run_1/ff_map.png
Drawn at 10 px/um. Other sequential cells in the stronger gray, the rest of the logic in the fainter gray.
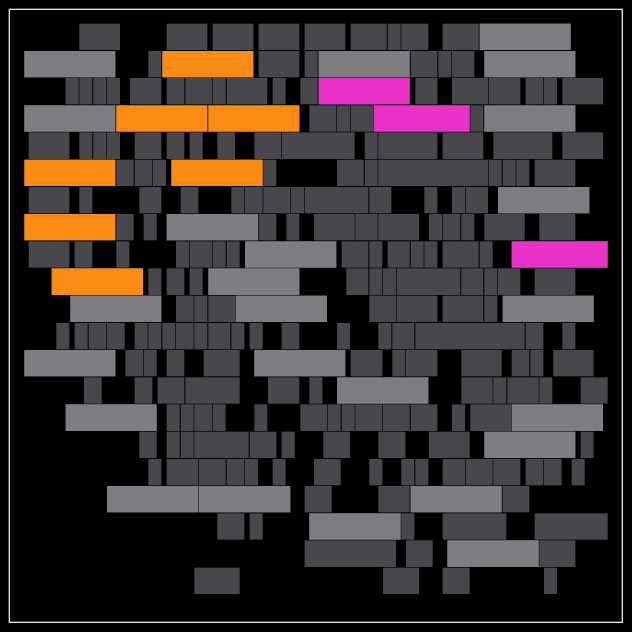
run_1/m3.png
Drawn at 6 px/um.
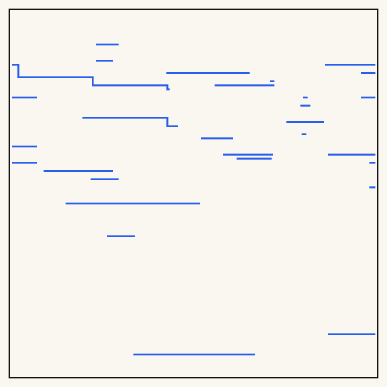
run_1/placed.png
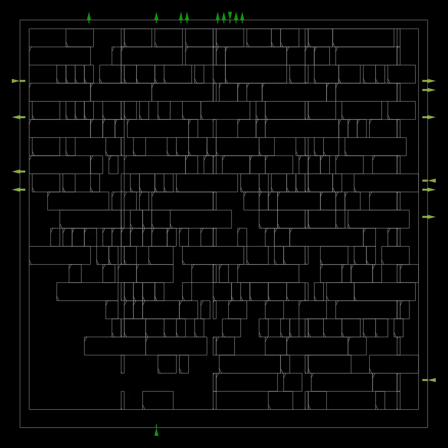
Design x_delay_line_readout, sky130hd; sources not shown.
==> flow_metrics.py, run 1 <==
# Metrics from the implementation run
metrics = {
    "power_and_ir_drop": {
        "p_int_mw": 2.51,
        "comb_cell_power_mw": 2.17,
        "pwr-share-clk": 0.191,
        "power_frac_seq": 0.304,
        "irDropWorstVdd_uv": 825,
        "total_power_mw": 4.29,
        "p_leak_nw": 1.19,
        "p_sw_mw": 1.78,
        "pg_clk_mw": 0.818,
        "top_power_group": "combinational logic",
        "power_density_nw_per_um2": 1800,
        "switching_share": 0.415,
    },
    "setup_path": {
        "crit_path_end_kind": "register",
        "crit_cells": 9,
        "cp.arrival_ns": 1.68,
        "cp_max_fo": 4,
        "cp_common_cell": "nand3_4",
        "cpPeakStageDelay_ns": 0.43,
        "critPathTopFamily": "simple AND/OR/NAND/NOR gates",
        "ff2ff_setup_slack_ns": -0.02,
        "worstPathCellList": "inv_2 > ha_4 > inv_4 > nor2_4 > nand3_4 > nand2_4 > nand3_4 > nor3_4 > nor2_2",
        "cp_num_buf_inv": 2,
        "crit_path_start_kind": "register",
        "ff2ff_path_depth": 9,
        "crit_slowest_cell": "dfrtp_1",
        "critPathKind": "reg2reg",
    },
    "timing": {
        "tns_ns": -0.0517,
        "slew_viol_final": 0,
        "max_freq_mhz": 618,
        "fin_crit_ns": 1.62,
        "setup_violations": 6,
        "fin_crit_sh": 1.01,
        "holdWs_ns": 0.267,
        "fin_ws_ns": -0.0187,
        "hold_viol": 0,
    },
    "grt": {
        "grt_max_degree": 35,
        "grt.total_usage": 0.212,
        "grt_pass1_vias": 1357,
        "gr-usage-met1": 0.253,
        "top_usage_layer": "met2",
        "use_met2": 0.346,
        "grt_overflow": 0,
        "grt_pass1_wl_um": 5760,
    },
    "finish": {
        "logic_area_um2": 838,
        "finalNonFillerCells": 294,
        "lay_top_count": "nand2_1",
        "area_delta_synth_final_pct": 38.6,
        "drive_above_1_share": 0.379,
        "dominant-cell-class": "registers",
        "final-nonclk-buf-share": 0.166,
        "nNonClkBuffers": 41,
        "final_cell_mix": "nand2_1, dfrtp_1, inv_1, buf_4",
        "clockBufferCount": 5,
        "num-fill-cells": 255,
        "antenna_cells": 0,
        "regArea_um2": 853,
        "clock_cell_area_share": 0.0447,
        "inverters": 33,
        "utilization": 0.712,
        "comb_cells": 132,
        "nNetsFinal": 255,
    },
    "placed_design": {
        "gp_congestion": 0.834,
        "dpl.hpwl_um": 2440,
        "place_ws_ns": -0.557,
        "dp.cells": 280,
        "dpl_cell_area_um2": 2080,
    },
    "logic_synthesis": {
        "avgSynthCellArea_um2": 8.45,
        "mux_area_frac": 0,
        "top_area_cell": "dfrtp_1",
        "flop_cell": "dfrtp_1",
        "synthArstFlopShare": 1.00,
        "ys_top_cells_by_count": "nand2_1, dfrtp_1, inv_1",
        "synthCells": 203,
        "top_cells_by_area": "dfrtp_1, nand2_1, inv_1",
        "netlist_area_um2": 1720,
        "synth-xor-area-share": 0.0102,
        "synth_cell_types": 28,
        "synth_flop_count": 34,
        "top_logic_kind": "simple AND/OR/NAND/NOR gates",
        "top_area_frac": 0.496,
        "top_cell": "nand2_1",
        "edf_count": 0,
        "yosys_area_um2": 1720,
        "synthAdderAreaFrac": 0.0219,
        "ys_sh_aoi": 0.106,
    },
    "route": {
        "drt_iter0_markers": 60,
        "drt-wirelength-per-cell_um": 13.3,
        "routed-wl-met3_um": 205,
        "wl_met2_um": 2040,
        "drcViolationCount": 0,
        "avgViaCountPerCell": 5.14,
        "ant_nets": 0,
    },
    "cts": {
        "ctsHtreeMaxLevel": 2,
        "clockBufferDepth": 2,
        "clock_latency_ns": 0.37,
        "cts_buffers": 5,
        "numClockSinks": 34,
        "clk_pin_slew_ns": 0.12,
        "cts_root_buffer": "clkbuf_4",
        "cts_tree": "done",
    },
    "floorplanning": {
        "fp_util": 0.514,
        "row_count": 21,
        "io_pins": 21,
        "die_x_um": 61.2,
        "die_h_um": 61.2,
        "dieArea_um2": 3740,
    },
    "status": {
        "violations": "setup timing",
        "outcome": "complete, but fails checks",
    },
    "hold_path": {
        "min_path_type": "in2async",
    },
    "flow_run": {
        "warning_count": 27,
        "cap_violations": 0,
    },
}
## Picture notes: ff_map.png
Orange shows `o_count`, flops 7, where top left. Magenta shows `state_q`, flops 3.
Another 24 sequential cells are not colored.
seq pwr: 1.31 mW
flip-flop and latch share of the layout cell area: 0.359

## Picture notes: m3.png
The layer carries 206 um of wire. The layer holds 5.2% of the routed length. The longest straight run is 22.1 um. 22 nets have wire on it. The wires run mostly horizontal.
Routed WL: 3920 um
Vias: 1510
GR Layer Usage met3: 0.0777

## Picture notes: placed.png
tap cells: 46
area of the core: 3340 um^2
flop count: 34

run_1/layers.png
Drawn at 6 px/um. Only two layers are drawn.
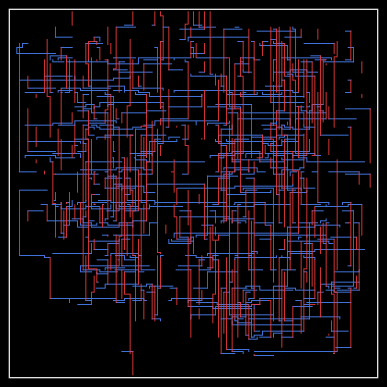

==> inputs of run 2 (changes only) <==
--- a/config.mk
+++ b/config.mk
@@ -5,13 +5,13 @@
 export SDC_FILE = /design/constraint.sdc
 export NUM_CORES = 1
 export LEC_CHECK = 0
-export ABC_AREA = 1
+export ABC_CLOCK_PERIOD_IN_PS = 1600
 export CAP_MARGIN = 20
-export CORE_UTILIZATION = 49
+export CORE_UTILIZATION = 50
 export CTS_CLUSTER_DIAMETER = 100
 export CTS_CLUSTER_SIZE = 30
 export DETAILED_ROUTE_END_ITERATION = 6
-export PLACE_DENSITY = 0.74
+export PLACE_DENSITY = 0.75
 export SKIP_CTS_REPAIR_TIMING = 1
 export SLEW_MARGIN = 0
 export SYNTH_ARGS = -nofsm -noshare
run_2/layers.png
Drawn at 6 px/um. Only two layers are drawn.
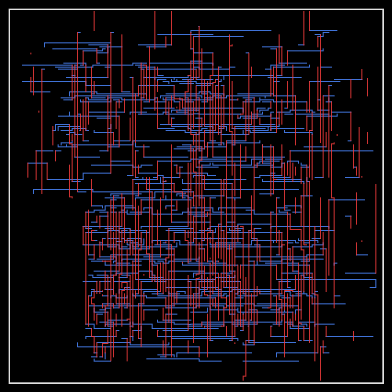
Red shows M2, wire length 2060 um. Blue shows M1, wire length 1990 um.
Vias: 1660
WL per Instance: 15.2 um
total track usage: 0.247
Routed WL: 4400 um

==> run 2 against run 1 <==
Against the previous run:
- the run still ends with setup timing left
- cell count down 1.4%
- synthesized cell count shrank 9.4%
- sequential share of layout area shrank 1.4 points
==> flow_metrics.py, run 2 <==
# Metrics from the implementation run
metrics = {
    "status": {
        "outcome": "complete, but fails checks",
        "violations": "setup timing",
    },
    "logic_synthesis": {
        "avgSynthCellArea_um2": 9.81,
        "edf_count": 0,
        "synthArstFlopShare": 1.00,
        "fp_nets": 192,
        "ys_sh_aoi": 0.182,
        "top_cells_by_area": "dfrtp_1, a21oi_1, mux2_4",
        "top_area_frac": 0.472,
        "synthAdderAreaFrac": 0.0208,
        "synth_flop_count": 34,
        "netlist_area_um2": 1800,
        "mux_area_frac": 0.0770,
        "top_area_cell": "dfrtp_1",
        "top_logic_kind": "simple AND/OR/NAND/NOR gates",
        "flop_cell": "dfrtp_1",
        "top_cell": "dfrtp_1",
        "synth_cell_types": 46,
        "synthCells": 184,
        "ys_top_cells_by_count": "dfrtp_1, a21oi_1, nor2_1",
    },
    "finish": {
        "dominant-cell-class": "logic gates",
        "area_delta_synth_final_pct": 37.4,
        "comb_cells": 130,
        "logic_area_um2": 942,
        "regArea_um2": 855,
        "final_cell_mix": "buf_4, dfrtp_1, a21oi_1, nor2_1, nand2_1",
        "nNonClkBuffers": 64,
        "final-nonclk-buf-share": 0.214,
        "utilization": 0.732,
        "clock_cell_area_share": 0.0257,
        "lay_top_count": "buf_4",
        "antenna_cells": 0,
        "drive_above_1_share": 0.398,
        "flops": 34,
        "clockBufferCount": 6,
        "finalNonFillerCells": 290,
        "sh_seq_area": 0.345,
        "num-fill-cells": 236,
    },
    "grt": {
        "grt_overflow": 0,
        "use_met3": 0.0683,
        "grt_pass1_wl_um": 6820,
        "top_usage_layer": "met2",
        "grt_pass1_vias": 1582,
        "gr-usage-met1": 0.316,
        "use_met2": 0.383,
        "grt_max_degree": 35,
    },
    "placed_design": {
        "place_ws_ns": -0.340,
        "gp_congestion": 0.924,
        "dp.cells": 276,
        "dpl.hpwl_um": 2980,
    },
    "power_and_ir_drop": {
        "total_power_mw": 4.22,
        "top_power_group": "combinational logic",
        "p_int_mw": 2.44,
        "p_sw_mw": 1.78,
        "power_density_nw_per_um2": 1700,
        "p_leak_nw": 1.21,
        "pwr-share-clk": 0.129,
        "seq_power_mw": 1.27,
        "irDropWorstVdd_uv": 801,
        "comb_cell_power_mw": 2.41,
        "power_frac_seq": 0.300,
        "switching_share": 0.421,
    },
    "cts": {
        "clockBufferDepth": 2,
        "clk_pin_slew_ns": 0.13,
        "clock_latency_ns": 0.36,
        "cts_buffers": 5,
        "cts_root_buffer": "clkbuf_4",
        "cts_tree": "done",
        "ctsHtreeMaxLevel": 2,
    },
    "timing": {
        "fin_crit_sh": 1.22,
        "holdWs_ns": 0.275,
        "fin_ws_ns": -0.345,
        "max_freq_mhz": 514,
        "hold_viol": 0,
        "tns_ns": -6.08,
        "fin_crit_ns": 1.95,
        "setup_violations": 28,
    },
    "floorplanning": {
        "dieArea_um2": 3850,
        "fp_util": 0.532,
        "nWellTaps": 46,
        "io_pins": 21,
        "die_h_um": 62.1,
        "core_area_um2": 3390,
        "die_x_um": 62.1,
        "row_count": 21,
    },
    "flow_run": {
        "warning_count": 28,
    },
    "setup_path": {
        "crit_cells": 6,
        "crit_path_start_kind": "register",
        "ff2ff_path_depth": 6,
        "crit_path_end_kind": "register",
        "cp.arrival_ns": 1.99,
        "worstPathCellList": "inv_2 > ha_4 > or3b_4 > nor4_2 > o22ai_1 > a221o_1",
        "ff2ff_setup_slack_ns": -0.35,
        "crit_slowest_cell": "dfrtp_1",
        "critPathTopFamily": "simple AND/OR/NAND/NOR gates",
        "critPathKind": "reg2reg",
        "cpPeakStageDelay_ns": 0.43,
        "cp_max_fo": 5,
        "cp_num_buf_inv": 1,
    },
    "route": {
        "routed-wl-met3_um": 271,
        "avgViaCountPerCell": 5.72,
        "drcViolationCount": 0,
        "wl_met2_um": 2060,
    },
}
Power is estimated from default activity; no workload was simulated.
